`config.mk`:
```
export PLATFORM = sky130hd
export DESIGN_NAME = vga_read_scheduler_flat
export DESIGN_NICKNAME = d
export VERILOG_FILES = /design/src/rtl/vga_read_scheduler_pkg.sv /design/src/rtl/vga_read_scheduler_if.sv /design/src/rtl/vga_outstanding_ctr.sv /design/src/rtl/vga_read_scheduler.sv /design/src/flat_wrapper.sv
export SDC_FILE = /design/constraint.sdc
export NUM_CORES = 1
export LEC_CHECK = 0
export CAP_MARGIN = 20
export CORE_MARGIN = 2
export CORE_UTILIZATION = 50
export DETAILED_ROUTE_END_ITERATION = 12
export GPL_ROUTABILITY_DRIVEN = 0
export PLACE_DENSITY = 0.87
export SYNTH_ARGS = -nofsm -noshare
export SYNTH_HDL_FRONTEND = slang
export SYNTH_SLANG_ARGS = --single-unit
```
`constraint.sdc`:
```
create_clock -name clk -period 6 [get_ports clk]
set_clock_uncertainty 0.05 [all_clocks]
set_input_delay 0.6 -clock clk [delete_from_list [all_inputs] [get_ports clk]]
set_output_delay 0.6 -clock clk [all_outputs]
set_load 0.01 [all_outputs]
```
`src/rtl/vga_read_scheduler_pkg.sv`:
```
// Shared VGA scan-out constants: default frame geometry, FIFO sizing, burst length
// and the read-scheduler state encoding.
package vga_read_scheduler_pkg;

   localparam int unsigned VGA_FRAME_BYTES = 307200;  // 640x480 at 8 bpp
   localparam int unsigned VGA_FIFO_DEPTH  = 2048;
   localparam int unsigned VGA_BURST_LEN   = 64;

   typedef logic [1:0] vga_state_t;

   localparam vga_state_t StIdle  = 2'd0;
   localparam vga_state_t StCheck = 2'd1;
   localparam vga_state_t StIssue = 2'd2;
   localparam vga_state_t StDone  = 2'd3;

endpackage

```
`src/rtl/vga_read_scheduler_if.sv`:
```
// Avalon-MM read-master bundle between the scan-out scheduler and the memory fabric.
interface vga_read_scheduler_if;

   logic [31:0] master_address;
   logic        master_read;
   logic        master_byteenable;
   logic        master_waitrequest;
   logic        master_readdatavalid;

   modport master (
      output master_address,
      output master_read,
      output master_byteenable,
      input  master_waitrequest,
      input  master_readdatavalid
   );

   modport slave (
      input  master_address,
      input  master_read,
      input  master_byteenable,
      output master_waitrequest,
      output master_readdatavalid
   );

endinterface

```
`src/rtl/vga_outstanding_ctr.sv`:
```
// Tracks reads issued but not yet returned, plus how many of those belong to an
// abandoned frame and must be dropped instead of written to the pixel FIFO.
module vga_outstanding_ctr #(
   parameter int unsigned MAX_COUNT = 2048,
   localparam int unsigned W        = $clog2(MAX_COUNT + 1)
) (
   input  logic         clk,
   input  logic         reset,
   input  logic         inc,      // read accepted by the slave
   input  logic         dec,      // read data returned
   input  logic         capture,  // frame restart: everything in flight becomes stale
   output logic [W-1:0] count,
   output logic [W-1:0] discard
);

   logic [W-1:0] count_q, count_d;
   logic [W-1:0] discard_q, discard_d;

   // Next-state for both counters; saturating so they can never wrap.
   always_comb begin
      count_d   = count_q;
      discard_d = discard_q;
      if (inc && !dec && count_q != W'(MAX_COUNT)) begin
         count_d = count_q + W'(1);
      end else if (dec && !inc && count_q != '0) begin
         count_d = count_q - W'(1);
      end
      // Capture the post-update count so a same-cycle accept is also discarded.
      if (capture) begin
         discard_d = count_d;
      end else if (dec && discard_q != '0) begin
         discard_d = discard_q - W'(1);
      end
   end

   // Counter state with asynchronous clear.
   always_ff @(posedge clk or posedge reset) begin
      if (reset) begin
         count_q   <= '0;
         discard_q <= '0;
      end else begin
         count_q   <= count_d;
         discard_q <= discard_d;
      end
   end

   assign count   = count_q;
   assign discard = discard_q;

endmodule

```
`src/rtl/vga_read_scheduler.sv`:
```
// Frame-buffer read scheduler: issues Avalon-MM bursts to keep the pixel FIFO fed,
// restarts cleanly on a new frame_start and drops data from abandoned frames.
module vga_read_scheduler
   import vga_read_scheduler_pkg::*;
#(
   parameter int unsigned FRAME_BYTES = VGA_FRAME_BYTES,
   parameter int unsigned FIFO_DEPTH  = VGA_FIFO_DEPTH,
   parameter int unsigned BURST_LEN   = VGA_BURST_LEN
) (
   input  logic                        clk,
   input  logic                        reset,
   input  logic                        enable,
   input  logic [31:0]                 base_addr,
   input  logic                        frame_start,
   input  logic [11:0]                 fifo_used,
   vga_read_scheduler_if.master        avm,
   output logic                        fifo_wrreq,
   output logic                        busy,
   output logic                        frame_done
);

   localparam int unsigned RW = $clog2(FRAME_BYTES + 1);
   localparam int unsigned BW = $clog2(BURST_LEN + 1);
   localparam int unsigned OW = $clog2(FIFO_DEPTH + 1);

   vga_state_t    state_q, state_d;
   logic [31:0]   ptr_q, ptr_d;
   logic [RW-1:0] remaining_q, remaining_d;
   logic [BW-1:0] burst_q, burst_d;
   logic          pend_q, pend_d;      // restart requested while a read was stalled
   logic          read_q;
   logic          busy_q;
   logic          done_q;

   logic          accept;
   logic          stalled;
   logic          capture;
   logic          room_ok;
   logic [OW-1:0] outstanding;
   logic [OW-1:0] discard;

   assign accept  = read_q && !avm.master_waitrequest;
   assign stalled = read_q && avm.master_waitrequest;

   // Only start a burst if every byte already buffered or in flight still fits.
   assign room_ok = (32'(fifo_used) + 32'(outstanding) + BURST_LEN) <= FIFO_DEPTH;

   // Next-state: accept bookkeeping first, then enable-drop / restart overrides.
   always_comb begin
      state_d     = state_q;
      ptr_d       = ptr_q;
      remaining_d = remaining_q;
      burst_d     = burst_q;
      pend_d      = pend_q;
      capture     = 1'b0;

      if (accept) begin
         ptr_d       = ptr_q + 32'd1;
         remaining_d = remaining_q - RW'(1);
         burst_d     = burst_q - BW'(1);
      end

      if (state_q != StIdle && stalled && frame_start) begin
         pend_d = 1'b1;
      end

      if (state_q != StIdle && !stalled && !enable) begin
         state_d = StIdle;
         pend_d  = 1'b0;
      end else if (state_q != StIdle && !stalled && (frame_start || pend_q)) begin
         state_d     = StCheck;
         ptr_d       = base_addr;
         remaining_d = RW'(FRAME_BYTES);
         burst_d     = '0;
         pend_d      = 1'b0;
         capture     = 1'b1;
      end else begin
         case (state_q)
            StIdle: begin
               if (frame_start && enable) begin
                  state_d     = StCheck;
                  ptr_d       = base_addr;
                  remaining_d = RW'(FRAME_BYTES);
               end
            end
            StCheck: begin
               if (remaining_q == '0) begin
                  state_d = StDone;
               end else if (room_ok) begin
                  state_d = StIssue;
                  burst_d = (32'(remaining_q) >= BURST_LEN) ? BW'(BURST_LEN)
                                                            : BW'(remaining_q);
               end
            end
            StIssue: begin
               if (accept && burst_q == BW'(1)) begin
                  state_d = StCheck;
               end
            end
            StDone: begin
               state_d = StIdle;
            end
            default: begin
               state_d = StIdle;
            end
         endcase
      end
   end

   // FSM state and registered outputs derived from the next state.
   always_ff @(posedge clk or posedge reset) begin
      if (reset) begin
         state_q     <= StIdle;
         ptr_q       <= '0;
         remaining_q <= '0;
         burst_q     <= '0;
         pend_q      <= 1'b0;
         read_q      <= 1'b0;
         busy_q      <= 1'b0;
         done_q      <= 1'b0;
      end else begin
         state_q     <= state_d;
         ptr_q       <= ptr_d;
         remaining_q <= remaining_d;
         burst_q     <= burst_d;
         pend_q      <= pend_d;
         read_q      <= (state_d == StIssue);
         busy_q      <= (state_d != StIdle);
         done_q      <= (state_d == StDone);
      end
   end

   vga_outstanding_ctr #(
      .MAX_COUNT (FIFO_DEPTH)
   ) u_ctr (
      .clk     (clk),
      .reset   (reset),
      .inc     (accept),
      .dec     (avm.master_readdatavalid),
      .capture (capture),
      .count   (outstanding),
      .discard (discard)
   );

   // ptr only moves on accept or restart, so the address is stable during a stall.
   assign avm.master_address    = ptr_q;
   assign avm.master_read       = read_q;
   assign avm.master_byteenable = 1'b1;

   assign fifo_wrreq = avm.master_readdatavalid && (discard == '0) && !reset;
   assign busy       = busy_q;
   assign frame_done = done_q;

endmodule

```
`src/flat_wrapper.sv`:
```
// flat-port wrapper written by rule: the top's interface ports become plain ports
module vga_read_scheduler_flat import vga_read_scheduler_pkg::*;
#(
   parameter int unsigned FRAME_BYTES = VGA_FRAME_BYTES,
   parameter int unsigned FIFO_DEPTH  = VGA_FIFO_DEPTH,
   parameter int unsigned BURST_LEN   = VGA_BURST_LEN
)
  (clk, reset, enable, base_addr, frame_start, fifo_used, fifo_wrreq, busy, frame_done, avm_master_address, avm_master_read, avm_master_byteenable, avm_master_waitrequest, avm_master_readdatavalid);
  vga_read_scheduler_if avm_i ();
  input  logic clk;
  input  logic reset;
  input  logic enable;
  input  logic [31:0] base_addr;
  input  logic frame_start;
  input  logic [11:0] fifo_used;
  output logic fifo_wrreq;
  output logic busy;
  output logic frame_done;
  output wire logic [$bits(avm_i.master_address)-1:0] avm_master_address;
  output wire logic [$bits(avm_i.master_read)-1:0] avm_master_read;
  output wire logic [$bits(avm_i.master_byteenable)-1:0] avm_master_byteenable;
  input wire logic [$bits(avm_i.master_waitrequest)-1:0] avm_master_waitrequest;
  input wire logic [$bits(avm_i.master_readdatavalid)-1:0] avm_master_readdatavalid;
  assign avm_master_address = avm_i.master_address;
  assign avm_master_read = avm_i.master_read;
  assign avm_master_byteenable = avm_i.master_byteenable;
  assign avm_i.master_waitrequest = avm_master_waitrequest;
  assign avm_i.master_readdatavalid = avm_master_readdatavalid;
  vga_read_scheduler #(.FRAME_BYTES(FRAME_BYTES), .FIFO_DEPTH(FIFO_DEPTH), .BURST_LEN(BURST_LEN)) u_core (.clk(clk), .reset(reset), .enable(enable), .base_addr(base_addr), .frame_start(frame_start), .fifo_used(fifo_used), .avm(avm_i), .fifo_wrreq(fifo_wrreq), .busy(busy), .frame_done(frame_done));
endmodule
```
met1.png
Bar = 20 um. Supply wires on this layer in gray.
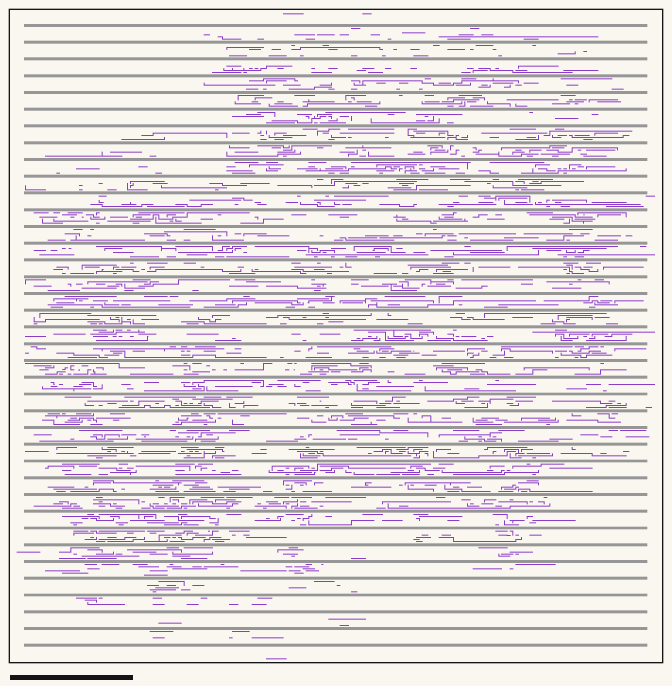
main direction: horizontal
nets with wire on the layer: 649
longest straight run: 25.8 um
wire length on this layer: 5040 um
share of all routed wire: 41%
met1 Use GR: 0.264
via count: 4413
final WL: 12100 um

met2.png
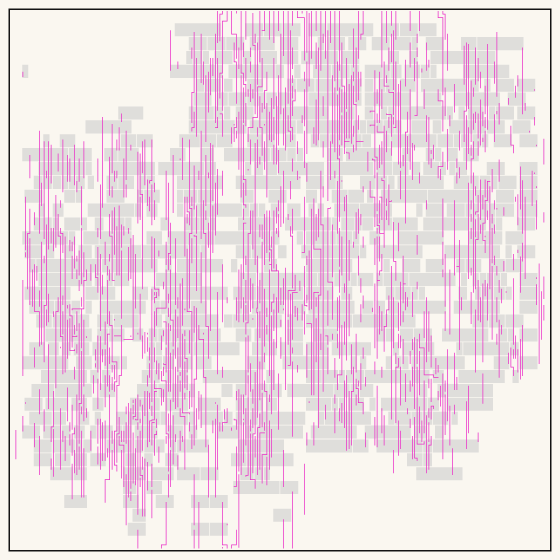
main direction: vertical
share of all routed wire: 53%
wire length on this layer: 6400 um
longest straight run: 36.7 um
GR Layer Usage met2: 0.404

==> per-layer routing <==
| layer | track usage | routed length [um] | vias up |
|---|---|---|---|
| li1 | - | - | 2163 |
| met2 | 0.404 | 6400 | 108 |
| met1 | 0.264 | 5040 | 2124 |
| met5 | 0 | 0 | - |
| met3 | 0.0439 | 474 | 18 |
| met4 | 0.0902 | 227 | 0 |
==> power breakdown <==
part / leakage [nW] / internal (mW) / switching [mW]
Sequential: 1.11 / 0.835 / 0.315
Clock: 0.0839 / 0.156 / 0.224
Combinational: 1.39 / 0.656 / 0.700
==> flip-flops by register name (all words and copies together) (netlist names), 2 cells and up <==
register	count
u_core.avm.master_address	32
u_core.remaining_q	19
u_core.u_ctr.count	12
u_core.u_ctr.discard	12
u_core.burst_q	7
u_core.state_q	2
==> deck_impl_summary.md <==
Flow Results at a Glance

Placement
  • Pre-CTS setup slack: a little over 2 ns
  • Placed cells: ~800
  • Cell Area, Placed: about 6000 um^2
  • Post-DP HPWL: slightly above 9000 um
  • Buffers on Ports: 85

Synthesis
  • YS warnings: 0
  • Post-synthesis cell count: roughly 570
  • Synth async-reset ratio: 1.00
  • Synth flops: around 90
  • Commonest flop: dfrtp_1
  • Cell taking the most area after synthesis: dfrtp_1
  • Yosys cell count: roughly 570
  • Count of library flops with an enable pin: 0
  • Max-area cell share: 0.424
  • Top cells, area: dfrtp_1 42%, xor2_1 7.3%, xnor2_1 6.2%
  • YS chip area: 5190 um^2
  • Dominant kind of combinational cell: simple AND/OR/NAND/NOR gates
  • XOR Share, Synth: 0.135
  • Synthesized area: 5190 um^2
  • Simple Share, Synth: 0.220
  • Compound Share, Synth: 0.132
  • Syn Area/Cell: approximately 9.0 um^2
  • Register share after synthesis: 0.424
  • Cell Type Count: ~58
  • Most numerous cell in the Yosys netlist: dfrtp_1
  • Mux area share: 0.00651
  • Synthesized net count: roughly 650
  • Commonest cells in the netlist: 88 x dfrtp_1, 84 x nand2_1, 50 x o21ai_0
  • Adder Share, Synth: 0.0521

Worst hold path
  • Hold Crit Class: flop to flop
  • Hold Path Stages: 2
  • HP Start: u_core.remaining_q[13]
  • Hold Path End: u_core.remaining_q[13]

Floorplanning
  • Die ar.: around 11000 um^2
  • Chip height: 106 um
  • Rows: 37
  • Chip width: 106 um
  • CORE AREA: between 10000 and 15000 um^2
  • Tap cells: between 100 and 150
  • IO Count: approximately 87
  • Fp util: 0.509

Cells and area
  • Non-CTS inverters: 18
  • MI comb cells: 448
  • Fin area: roughly 6300 um^2
  • Buffer share of cell area: 0.138
  • Final non-filler cell total: 794
  • Flop area: around 2200 um^2
  • Fillcell total: 853
  • Fin util: 0.621
  • Final #Nets: between 700 and 800
  • Logic share of the area: 0.448
  • ANT cells: 0
  • Bufs w/o clock: ~88
  • Layout cells sized above 1: 0.0456
  • Area delta synth->final: 22.0%
  • Leading cell kind: logic gates
  • # clk buffers: 10
  • Registers: just under 90
  • ClkCell Share: 0.0281
  • Flop share of the area: 0.348
  • Area taken by multi-input logic gates: ~2800 um^2
  • Most numerous logic cell after layout: dfrtp_1
  • Dominant logic cell types in the final layout: 88 x dfrtp_1, 85 x clkdlybuf4s50_1, 84 x nand2_1, 50 x o21ai_0, 46 x nor2_1

STA
  • Post-Route Setup TNS: 0 ns
  • Fin Hold WS: 0.487 ns
  • Final hold violations: 0
  • Finish-stage setup viols: 0
  • RSZ-0062 raised after global routing: false
  • Max-slew violations: 0
  • Slew headroom: 0.471
  • Worst-Margin Slew: 0.785 ns
  • Fmax: approximately 270 MHz
  • Cycle use final: 0.609
  • Final setup margin: 2.35 ns
  • Final min period: about 3.7 ns

Worst setup path
  • Stages on worst setup path: 12
  • CP delay by family, top: AND-OR/OR-AND gates
  • Crit-path cells: clkdlybuf4s50_1, ha_1, fa_1, a211oi_1, o31ai_1, o221ai_1, o2111a_1, a211oi_1, a41o_1, nor4_2, and4b_1, a22o_1
  • WP data arrival: between 3 and 4 ns
  • Critical path required time: roughly 6.3 ns
  • CP Buf/Inv Count: 1
  • Worst R2R End: u_core.burst_q[2]
  • R2R cell count: 11
  • Worst R2R Setup Slack: between 2 and 2.5 ns
  • Most used cell, CP: a211oi_1
  • Critical path's slowest cell: fa_1
  • Startpoint Class: input port
  • Critical R2R Launch: u_core.u_ctr.count[0]
  • Crit. Startpoint: fifo_used[0]
  • Setup crit end: u_core.burst_q[2]
  • CP peak stage delay: 0.42 ns
  • Worst setup EP type: flop
  • Worst-path fanout max: 6
  • Setup CP Type: input port to flop

Clock network
  • Clk_lat worst skew: approximately 0.37 ns
  • H-Tree Level Count: 3
  • TritonCTS clock tree: built
  • Postcts setup bufs: 0
  • TritonCTS Buffers: 9
  • Clock Sinks: roughly 90
  • Post-CTS Resized: 0
  • Root Buffer: clkbuf_8
  • Post-CTS Hold Fix Bufs: 0
  • Clk buf depth: 2
  • Clk slew on worst S/H paths: about 0.10 ns

Detailed routing
  • DR iter-0 viols: between 200 and 300
  • Drt wl/cell: 15.3 um
  • Routed Antenna Nets: 0
  • Remaining DRCs: 0
  • Via/cell ratio: around 5.6
  • Detailed Routing Iterations Pass 1: 4

Global routing
  • GRT Total Usage: 0.225
  • Pin count of the biggest net entering global routing: 78
  • Vias in the first global route: about 4600
  • Initial antenna violation count: 0
  • Total gr overflow: 0
  • First-pass GRT wire length: 20500 um

Run status
  • Status: finished clean

Power
  • VDD IR max: around 0.27 mV
  • Lkg Pwr: around 2.6 nW
  • P per Cell Area: 456 nW/um^2
  • Total power: ~2.9 mW

Flow run
  • Number of logged tool warnings: 29
  • Max-Cap Viols: 0
Power figures rest on the tool's default switching activity, not on a simulated workload.
